--- src/rtl/seg_scan_decoder.sv ---
// seg_scan_decoder: receive-side monitor for a multiplexed 8-digit, active-low
// seven-segment display bus. Recovers the hex value shown on each digit,
// flags stable undecodable patterns and pulses once per complete scan frame.
// Optional feature macro: SEGDEC_BLANK_EN (all-segments-off is a legal blank,
// reported on the extra output blank[7:0]).
module seg_scan_decoder #(
   parameter int STABLE_CYCLES = 16
) (
   input  logic        clk,
   input  logic        reset,
   input  logic [7:0]  an,
   input  logic [6:0]  seg,
   output logic [31:0] digits,
   output logic [7:0]  digit_valid,
   output logic [7:0]  seg_err,
`ifdef SEGDEC_BLANK_EN
   output logic [7:0]  blank,
`endif
   output logic        frame_done
);

   localparam int CNT_W = $clog2(STABLE_CYCLES + 1);

   typedef enum logic [1:0] {
      IDLE  = 2'd0,
      TRACK = 2'd1,
      HOLD  = 2'd2
   } state_t;

   // Returns {decodable, value} for an active-low gfedcba pattern.
   function automatic logic [4:0] seg_decode(input logic [6:0] pat);
      logic [4:0] res;
      case (pat)
         7'h40:   res = 5'h10;
         7'h79:   res = 5'h11;
         7'h24:   res = 5'h12;
         7'h30:   res = 5'h13;
         7'h19:   res = 5'h14;
         7'h12:   res = 5'h15;
         7'h02:   res = 5'h16;
         7'h78:   res = 5'h17;
         7'h00:   res = 5'h18;
         7'h10:   res = 5'h19;
         7'h08:   res = 5'h1A;
         7'h03:   res = 5'h1B;
         7'h46:   res = 5'h1C;
         7'h21:   res = 5'h1D;
         7'h06:   res = 5'h1E;
         7'h0E:   res = 5'h1F;
         default: res = 5'h00;
      endcase
      return res;
   endfunction

   // True when exactly one anode line is driven low.
   function automatic logic is_onehot_low(input logic [7:0] a);
      logic [3:0] lows;
      lows = 4'd0;
      for (int i = 0; i < 8; i++) begin
         lows = lows + {3'd0, ~a[i]};
      end
      return (lows == 4'd1);
   endfunction

   // Index of the lowest low anode bit (only meaningful when one-hot-low).
   function automatic logic [2:0] low_index(input logic [7:0] a);
      logic [2:0] idx;
      idx = 3'd0;
      for (int i = 7; i >= 0; i--) begin
         if (!a[i]) begin
            idx = 3'(i);
         end else begin
            idx = idx;
         end
      end
      return idx;
   endfunction

   logic [7:0]       an_meta_r, an_sync_r;
   logic [6:0]       seg_meta_r, seg_sync_r;
   state_t           state_r;
   logic [CNT_W-1:0] cnt_r;
   logic [14:0]      ref_r;
   logic [7:0]       mask_r;

   logic [14:0]      sample_s;
   logic             sample_onehot_s;
   logic             sample_match_s;
   logic             capture_s;
   logic [2:0]       cap_idx_s;
   logic [4:0]       cap_dec_s;
   logic [7:0]       cap_mask_s;
   logic             cap_blank_s;

   assign sample_s        = {an_sync_r, seg_sync_r};
   assign sample_onehot_s = is_onehot_low(an_sync_r);
   assign sample_match_s  = (sample_s == ref_r);
   // Capture fires on the edge where the stability count reaches its target.
   assign capture_s       = (state_r == TRACK) && sample_match_s &&
                            (cnt_r == CNT_W'(STABLE_CYCLES - 1));
   assign cap_idx_s       = low_index(ref_r[14:7]);
   assign cap_dec_s       = seg_decode(ref_r[6:0]);
   assign cap_mask_s      = mask_r | (8'd1 << cap_idx_s);
`ifdef SEGDEC_BLANK_EN
   assign cap_blank_s     = (ref_r[6:0] == 7'h7F);
`else
   assign cap_blank_s     = 1'b0;
`endif

   // Two-flop synchronizer for the asynchronous display bus.
   always_ff @(posedge clk) begin
      if (reset) begin
         an_meta_r  <= 8'hFF;
         an_sync_r  <= 8'hFF;
         seg_meta_r <= 7'h7F;
         seg_sync_r <= 7'h7F;
      end else begin
         an_meta_r  <= an;
         an_sync_r  <= an_meta_r;
         seg_meta_r <= seg;
         seg_sync_r <= seg_meta_r;
      end
   end

   // Acquisition FSM with stability counter, capture and frame tracking.
   always_ff @(posedge clk) begin
      if (reset) begin
         state_r     <= IDLE;
         cnt_r       <= '0;
         ref_r       <= 15'h7FFF;
         mask_r      <= 8'h00;
         digits      <= 32'h0000_0000;
         digit_valid <= 8'h00;
         seg_err     <= 8'h00;
         frame_done  <= 1'b0;
`ifdef SEGDEC_BLANK_EN
         blank       <= 8'h00;
`endif
      end else begin
         frame_done <= 1'b0;
         case (state_r)
            IDLE: begin
               if (sample_onehot_s) begin
                  state_r <= TRACK;
                  cnt_r   <= CNT_W'(1);
                  ref_r   <= sample_s;
               end else begin
                  state_r <= IDLE;
                  cnt_r   <= '0;
               end
            end
            TRACK, HOLD: begin
               if (sample_match_s) begin
                  if (capture_s) begin
                     state_r <= HOLD;
                     cnt_r   <= CNT_W'(STABLE_CYCLES);
                  end else if (state_r == TRACK) begin
                     cnt_r   <= cnt_r + CNT_W'(1);
                  end else begin
                     state_r <= HOLD;
                  end
               end else if (sample_onehot_s) begin
                  state_r <= TRACK;
                  cnt_r   <= CNT_W'(1);
                  ref_r   <= sample_s;
               end else begin
                  state_r <= IDLE;
                  cnt_r   <= '0;
               end
            end
            default: begin
               state_r <= IDLE;
               cnt_r   <= '0;
            end
         endcase

         if (capture_s) begin
            if (cap_dec_s[4]) begin
               digits[{cap_idx_s, 2'b00} +: 4] <= cap_dec_s[3:0];
               digit_valid[cap_idx_s]          <= 1'b1;
`ifdef SEGDEC_BLANK_EN
               blank[cap_idx_s]                <= 1'b0;
`endif
            end else if (cap_blank_s) begin
`ifdef SEGDEC_BLANK_EN
               blank[cap_idx_s]                <= 1'b1;
`endif
            end else begin
               seg_err[cap_idx_s]              <= 1'b1;
            end
            if (cap_mask_s == 8'hFF) begin
               frame_done <= 1'b1;
               mask_r     <= 8'h00;
            end else begin
               mask_r     <= cap_mask_s;
            end
         end else begin
            mask_r <= mask_r;
         end
      end
   end

endmodule

--- config.mk ---
export PLATFORM = sky130hd
export DESIGN_NAME = seg_scan_decoder
export DESIGN_NICKNAME = d
export VERILOG_FILES = /design/src/rtl/seg_scan_decoder.sv
export SDC_FILE = /design/constraint.sdc
export NUM_CORES = 1
export LEC_CHECK = 0
export CAP_MARGIN = 20
export CORE_ASPECT_RATIO = 0.6
export CORE_UTILIZATION = 55
export DETAILED_ROUTE_END_ITERATION = 6
export PLACE_DENSITY = 0.77
export SYNTH_ARGS = -nofsm -noshare
export SYNTH_HDL_FRONTEND = slang
export SYNTH_SLANG_ARGS = --single-unit
export TNS_END_PERCENT = 20
--- constraint.sdc ---
create_clock -name clk -period 4.6 [get_ports clk]
set_clock_uncertainty 0.15 [all_clocks]
set_input_delay 0.46 -clock clk [delete_from_list [all_inputs] [get_ports clk]]
set_output_delay 0.46 -clock clk [all_outputs]
set_load 0.05 [all_outputs]
==> flow_summary.yaml, run 1 <==
# synthesis and place-and-route metrics
status:
  status: "completed"
critical_path:
  slowest_delay_ps: 540
  timing.critical_path.cells: "fa_1 > inv_1 > fa_1 > fa_1 > ha_1 > inv_1 > fa_1 > nand3b_1 > a211oi_1 > a21boi_2 > buf_4 > nor3_1 > a31oi_1"
  cpMaxStageDelayCell: "fa_1"
  crit_top_cell: "fa_1"
  crit_family: "adder cells"
  r2r_start: "an_sync_r[0]"
  path_buffers: 3
  reg2regPathDepth: 13
  critPathRequiredTime_ps: 4720
  arrival_ps: 4080
  crit_path_end_kind: "flop"
  crit_type: "flop to flop"
  ff2ff_setup_slack_ps: 640
  worstSetupStartpointType: "flop"
  path_max_fanout: 30
  regToRegEndpoint: "ref_r[9]"
place:
  dp.final_hpwl_mm: 8.084
  gp_congestion: 0.8000
  post-place-ws_ps: 652.0
  io_buffers: 65
  place_area_um2: 5567
logic_synthesis:
  topCombFamilyByArea: "simple AND/OR/NAND/NOR gates"
  synth_cell_types: 53
  ys_chip_area_um2: 4881
  common_cells: "dfxtp_1, nand2_1, nor2_1"
  ys_sh_xor: 0.02871
  yosysTopAreaCell: "dfxtp_1"
  synthSimpleGateAreaFrac: 0.2325
  netlist_instances: 531
  top_cell: "dfxtp_1"
  mux_area_frac: 0.07460
  yosys_register_bits: 109
  seq_area_frac_synth: 0.4471
  synthTopCellsByArea: "dfxtp_1, mux2i_1, nand2_1"
  synthAoiAreaFrac: 0.1164
  synthDominantCellAreaShare: 0.4471
  edf_count: 0
  yosysWarnings: 0
  flop_cell: "dfxtp_1"
  netlist_area_um2: 4881
  synth_adder_area_share: 0.05486
  synth_async_sr_flop_share: 0
  synth_area_per_cell_um2: 9.192
  ys_cells: 531
  fp_nets: 567
grt:
  grt_pass1_vias: 3677
  grt_antenna_before_repair: 0
  grt_pass1_wl_mm: 18.15
  grt_max_degree: 67
  overflow: 0
  track_usage: 0.2590
final_timing:
  relSlewSlack: 0.4320
  finalHoldViolCount: 0
  slew_violations: 0
  worst_pin_slew_ps: 845.5
  hold_slack_ps: 259.5
  finalCritPeriodShare: 0.8600
  setup_viol: 0
  setup_ws_ps: 644.2
  period_needed_ps: 3956
  finalSetupTns_ps: 0
  fmax_mhz: 252.8
  rsz0062_at_grt: "no"
floorplanning:
  core_area_um2: 8556
  fp_util: 0.5705
  die-area_um2: 9267
  dieHeight_um: 74.97
  num_io_pins: 66
  die_w_um: 123.6
  rows: 26
drt:
  routed_via_density: 5.713
  drt_wl_total_mm: 11.25
  dr.pass1.iters: 4
  vias: 3976
  antenna_left: 0
  drt_iter0_markers: 247
  wl_per_cell_um: 16.17
  drcViolationCount: 0
pwr:
  max-vdd-ir-drop_v: 0.0002178
  powerDensity_nw_per_um2: 383.1
  cellLeakagePower_uw: 0.002395
finish:
  logic_area_um2: 2479
  num_antenna_cells: 0
  layout-drive-gt1-share: 0.1147
  area_delta_synth_final_pct: 21.30
  seq_area_um2: 2182
  fin_area_um2: 5921
  num-fill-cells: 661
  nNetsFinal: 615
hold_path:
  hold_depth: 1
  hold_path_end: "seg_sync_r[3]"
  hold_path.class: "flop to flop"
  hp-start: "seg_meta_r[3]"
clock_tree:
  clkLatencyLatePin_ps: 350
  numCtsBuffers: 9
  tritoncts: "built"
  cts_resized: 0
  path_clk_slew_ps: 70
  cts_hold_buf: 0
  ctsLongestPathBuffers: 2
  cts.sinks: 109
  htree_levels: 3
  post_cts_buffers: 0
  clockRootBuffer: "clkbuf_16"
run:
  cap_violations: 0
  log.warning_count: 33
## run 1: routing by layer
layer,share of wire,vias to the layer above,global-route usage
met2,0.43,139,0.3784
met5,0,-,0
met3,0.062,12,0.06061
met4,0.0096,0,0.09103
met1,0.50,1887,0.3743
li1,-,1938,-
## run 1: final cells by class
type,instances,area share
Multi-Input combinational cell,367,0.4186
Tap cell,112,0.02367
Clock inverter,6,0.01944
Clock buffer,10,0.04036
Timing Repair Buffer,70,0.1154
Sequential cell,109,0.3686
Inverter,22,0.01395
## run 1: placed cells by master (no fill, tap or decap), types with 7 or more instances in the layout
cell / count
or2_2: 30
o2bb2ai_1: 8
a21oi_1: 17
o21ai_0: 12
nor3_1: 17
inv_1: 20
nand4_1: 11
xnor2_1: 15
ha_1: 15
clkdlybuf4s50_1: 64
clkbuf_16: 9
nand2_1: 53
nand3_1: 15
a31oi_1: 22
dfxtp_1: 109
nor2_1: 41
mux2i_1: 30
nand2b_1: 7
## run 1: through the flow
stage               instances    util  total power, uW
global route              696  0.6920             2365
floorplan                 531       -             1294
global placement          680  0.6506             1365
finish                    696  0.6920             2268
CTS                       696  0.6920             2270
detailed placement        680  0.6506             1377
## run 1: worst max-delay path by stage
stage | startpoint | to | slack, ps | cells past startpoint
2_1_floorplan | an_sync_r[0] | ref_r[11] | 780 | 13
3_3_place_gp | an_sync_r[0] | ref_r[14] | 800 | 13
3_5_place_dp | an_sync_r[0] | ref_r[11] | 650 | 13
4_1_cts | an_sync_r[0] | ref_r[11] | 620 | 13
5_1_grt | an_sync_r[0] | ref_r[14] | 360 | 13
6_report | an_sync_r[0] | ref_r[9] | 640 | 13
## run 1: state kept, by name, summed over array words and instances, names as in the netlist
register	cells
seg_meta_r	7
seg_sync_r	7
frame_done	1
digits	32
mask_r	8
an_sync_r	8
seg_err	8
state_r	2
ref_r	15
digit_valid	8
cnt_r	5
an_meta_r	8
## run 1: cells by family after synthesis
kind of cell / Yosys count
adder cells (fa/ha/maj): 19
XOR/XNOR: 16
flip-flops: 109
multiplexers: 35
AND-OR/OR-AND: 81
buffers and inverters: 55
AND/OR/NAND/NOR: 216
## run 1: power breakdown
part / total, uW / switching, uW / internal, uW
Sequential: 1020 / 46.4 / 973
Clock: 904 / 353 / 551
Combinational: 345 / 213 / 132
Total: 2270 / 613 / 1660
## run 1: worst reg2reg max path, cell delays in order (launching register included)
cell,delay (ps)
dfxtp_1,350
fa_1,540
inv_1,50
fa_1,460
fa_1,500
ha_1,170
inv_1,60
fa_1,380
nand3b_1,170
a211oi_1,320
a21boi_2,210
buf_4,290
nor3_1,80
a31oi_1,170
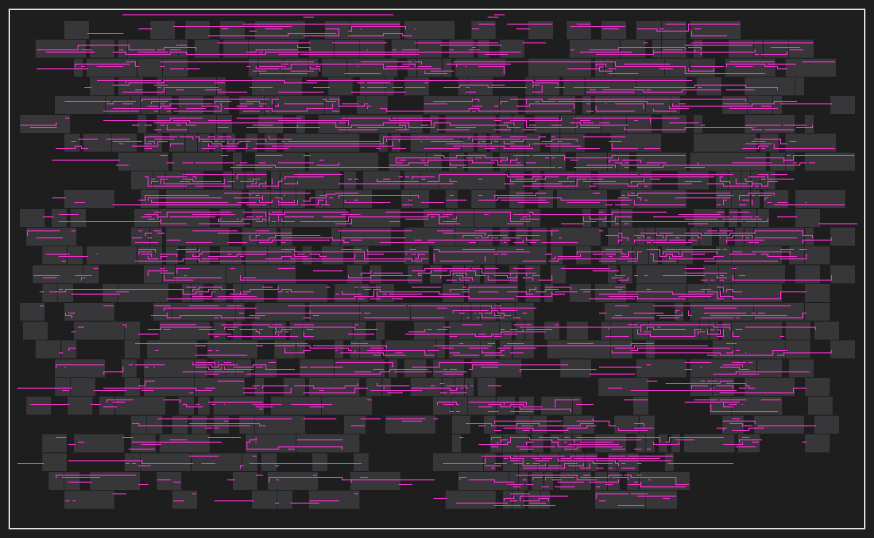
Fig. 1. M1 wires (run 1).
Cells faint in the background.
nets with wire on the layer = 565
wire length on this layer = 5650 um
longest straight run = 39.1 um

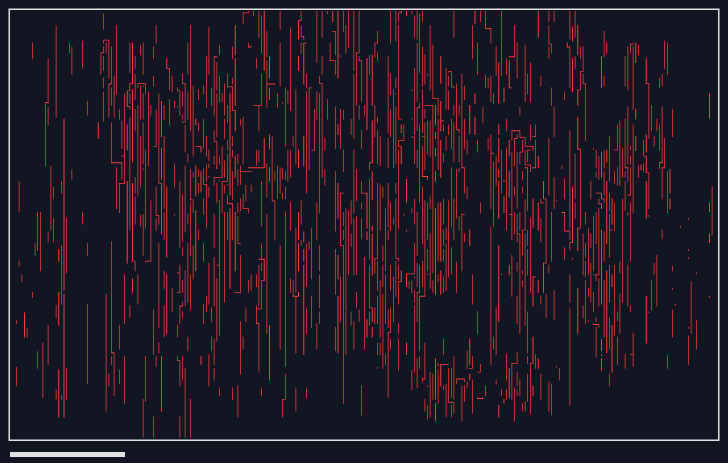
Fig. 2. The metal 2 layer (run 1).
The bar under the picture is 20 um long.
share of all routed wire = 43%
longest straight run = 29.9 um

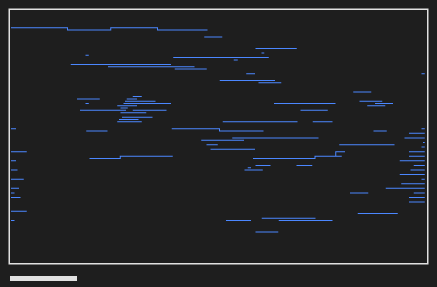
Fig. 3. Signal wires on met3 (run 1).
The bar under the picture is 20 um long.
wire length on this layer = 697 um
longest straight run = 29.4 um
nets with wire on the layer = 64

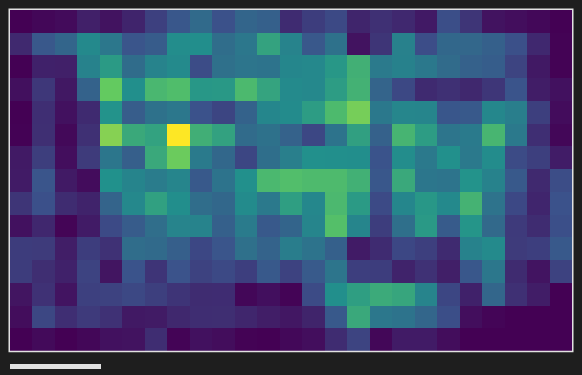
Fig. 4. Routed metal per tile (run 1).
The bar under the picture is 20 um long. The die is cut into 25 by 15 equal tiles; dark purple is low, yellow is high, scaled to the fullest tile. Values are wire area over tile area, all layers added.
densest ninth of the die = centre
mean over tiles = 0.19
tiles over half the peak = 13%
fullest tile = 0.69

Fig. 5: run 1, clock wiring as the flow saved it
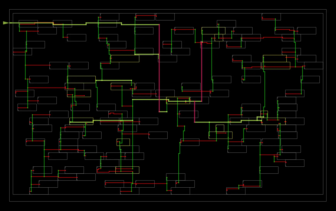

## Run 2: what changed since run 1
--- a/config.mk
+++ b/config.mk
@@ -5,11 +5,12 @@
 export SDC_FILE = /design/constraint.sdc
 export NUM_CORES = 1
 export LEC_CHECK = 0
+export ABC_AREA = 1
 export CAP_MARGIN = 20
 export CORE_ASPECT_RATIO = 0.6
 export CORE_UTILIZATION = 55
 export DETAILED_ROUTE_END_ITERATION = 6
-export PLACE_DENSITY = 0.77
+export PLACE_DENSITY = 0.76
 export SYNTH_ARGS = -nofsm -noshare
 export SYNTH_HDL_FRONTEND = slang
 export SYNTH_SLANG_ARGS = --single-unit
==> constraint.sdc (replaced) <==
create_clock -name clk -period 4.29 [get_ports clk]
set_clock_uncertainty 0.15 [all_clocks]
set_input_delay 0.429 -clock clk [delete_from_list [all_inputs] [get_ports clk]]
set_output_delay 0.429 -clock clk [all_outputs]
set_load 0.05 [all_outputs]
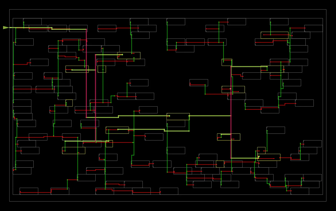
Fig. 6. Clock wiring as the flow saved it (run 2).
total CTS buffers: 9
Clock group: 855 uW
Skew-Pair Late Insertion Delay: 360 ps

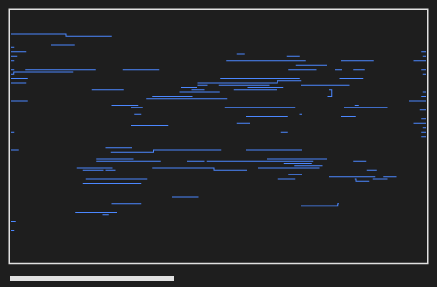
Fig. 7. Signal wires on met3 (run 2).
The bar under the picture is 50 um long.
main direction = horizontal
wire length on this layer = 819 um

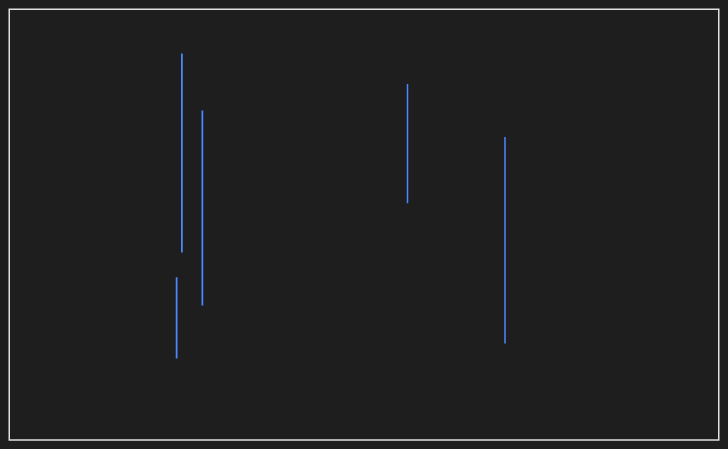
Fig. 8. M4 wires (run 2).
share of all routed wire = 1.2%
nets with wire on the layer = 4
main direction = vertical
wire length on this layer = 142 um
longest straight run = 36.7 um

==> flow_summary.yaml, run 2 <==
# synthesis and place-and-route metrics
status:
  status: "completed"
floorplanning:
  die_w_um: 127.0
  num_io_pins: 66
  die-area_um2: 9777
  dieHeight_um: 76.99
  rows: 26
  fp_util: 0.5869
  core_area_um2: 8783
run:
  cap_violations: 0
  log.warning_count: 33
place:
  io_buffers: 65
  post-place-ws_ps: 490.3
  gp_congestion: 0.9135
  dp_cells: 901
  dp.final_hpwl_mm: 9.077
final_timing:
  setup_ws_ps: 403.0
  fmax_mhz: 257.3
  period_needed_ps: 3887
  slew_violations: 0
  relSlewSlack: 0.4111
  finalHoldViolCount: 0
  worst_pin_slew_ps: 883.3
  finalCritPeriodShare: 0.9061
  setup_viol: 0
  rsz0062_at_grt: "no"
  finalSetupTns_ps: 0
critical_path:
  regToRegEndpoint: "ref_r[6]"
  ff2ff_setup_slack_ps: 400
  crit_top_cell: "fa_1"
  crit_type: "flop to flop"
  r2r_start: "an_sync_r[0]"
  crit_path_end_kind: "flop"
  crit_start: "an_sync_r[0]"
  worstSetupStartpointType: "flop"
  timing.critical_path.cells: "fa_1 > inv_1 > fa_1 > fa_1 > ha_1 > inv_1 > fa_1 > nand3_1 > nor3_1 > nand2_1 > buf_4 > nand2_1 > o211ai_1"
  reg2regPathDepth: 13
  slowest_delay_ps: 550
  critPathRequiredTime_ps: 4370
  path_max_fanout: 23
  arrival_ps: 3960
  cpMaxStageDelayCell: "fa_1"
logic_synthesis:
  edf_count: 0
  synthDominantCellAreaShare: 0.4233
  fp_nets: 774
  synthTopCellsByArea: "dfxtp_1, nand2_1, nor2_1"
  common_cells: "nand2_1, nor2_1, dfxtp_1"
  top_cell: "nand2_1"
  yosysTopAreaCell: "dfxtp_1"
  seq_area_frac_synth: 0.4233
  synth_area_per_cell_um2: 6.985
  yosysWarnings: 0
  ys_cells: 738
  ys_chip_area_um2: 5155
  synth_async_sr_flop_share: 0
  flop_cell: "dfxtp_1"
  yosys_register_bits: 109
  netlist_instances: 738
  synth_cell_types: 32
  netlist_area_um2: 5155
finish:
  final_cells: 917
  regMostFlops: "digits"
  layout_top_cell: "nand2_1"
  num_antenna_cells: 0
  reg_top3: "digits (32), ref_r (15)"
  lay_top_cells: "nand2_1, nor2_1, dfxtp_1, inv_1, clkdlybuf4s50_1"
  area_delta_synth_final_pct: 20.05
  nNetsFinal: 836
  largest_register_ffs: 32
  layout-drive-gt1-share: 0.09565
clock_tree:
  htree_levels: 3
  ctsLongestPathBuffers: 2
  path_clk_slew_ps: 80
  post_cts_buffers: 0
  clockRootBuffer: "clkbuf_16"
  cts_hold_buf: 0
  tritoncts: "built"
  cts.sinks: 109
  cts_resized: 0
grt:
  grt_max_degree: 55
  track_usage: 0.2670
  grt_pass1_wl_mm: 20.87
  grt_antenna_before_repair: 0
  overflow: 0
  grt_pass1_vias: 4498
drt:
  wl_per_cell_um: 13.29
  drcViolationCount: 0
  antenna_left: 0
  routed_via_density: 5.124
  dr.pass1.iters: 5
  drt_iter0_markers: 327
  vias: 4699
  drt_wl_total_mm: 12.19
hold_path:
  hold_path.class: "flop to flop"
  hold_path_end: "seg_sync_r[0]"
  hold_depth: 1
  hp-start: "seg_meta_r[0]"
pwr:
  cellLeakagePower_uw: 0.002888
  max-vdd-ir-drop_v: 0.0002596
  powerDensity_nw_per_um2: 467.2
==> run 2: netlist changes by cell type after synthesis, sizes merged, moves of 7 or more <==
cell,previous run,this run
nand2,53,194
nor2,41,140
inv,20,99
mux2i,30,0
nand3,15,37
a31oi,22,2
a21oi,17,33
clkbuf,24,11
nor3,19,6
xnor2,15,2
o211ai,4,15
o2bb2ai,8,0
nand2b,7,0
==> run 2: cell families after synthesis <==
family,count (synthesis),share of synthesized area
buffers and inverters,118,0.09102
adder cells (fa/ha/maj),19,0.05194
flip-flops,109,0.4233
AND/OR/NAND/NOR,422,0.3515
XOR/XNOR,4,0.006797
AND-OR/OR-AND,66,0.07548
==> run 2: critical path: cells and delay by family, from the launching register on <==
family	cells	cell delay, ps
AND-OR/OR-AND	1	80
adder cells (fa/ha/maj)	5	2160
buffers and inverters	3	380
flip-flops	1	350
AND/OR/NAND/NOR	4	640
==> run 2: report_power, final <==
group	internal [uW]	switching, uW
Clock	461	394
Sequential	1060	67.1
Combinational	241	664
Total	1770	1130
==> run 2: per-stage QoR <==
stage               total power [uW]  utilization  instance area [um^2]  hold slack, ps
global placement                1996       0.6695                  5881           241.6
floorplan                       1806            -                  5155           239.5
global route                    3055       0.7046                  6188           277.1
CTS                             2875       0.7046                  6188           261.8
finish                          2892       0.7046                  6188           260.1
detailed placement              2020       0.6695                  5881           245.2
==> run 2: worst max path at each step <==
stage / endpoint / slack (ps) / cells past startpoint
floorplan: ref_r[8] / 720 / 14
global placement: ref_r[0] / 600 / 13
detailed placement: ref_r[5] / 490 / 13
CTS: ref_r[6] / 430 / 13
global route: ref_r[7] / 200 / 14
finish: ref_r[6] / 400 / 13
==> run 2: cell type report <==
class                           instances  area, um^2
Tap cell                              112       140.1
Sequential cell                       109        2182
Clock buffer                            9       225.2
Timing Repair Buffer                   70       683.2
Multi-Input combinational cell        511        2504
Inverter                               99       371.6
Clock inverter                          7       82.58
Fill cell                             717        2595
==> run 2: per-layer routing <==
metal | vias to the layer above | global-route usage | wire, um
li1 | 2403 | - | -
met1 | 2117 | 0.3729 | 6137
met2 | 165 | 0.4132 | 5087
met3 | 14 | 0.06071 | 818
met4 | 0 | 0.07381 | 142
met5 | - | 0 | 0
Power is estimated from default activity; no workload was simulated.
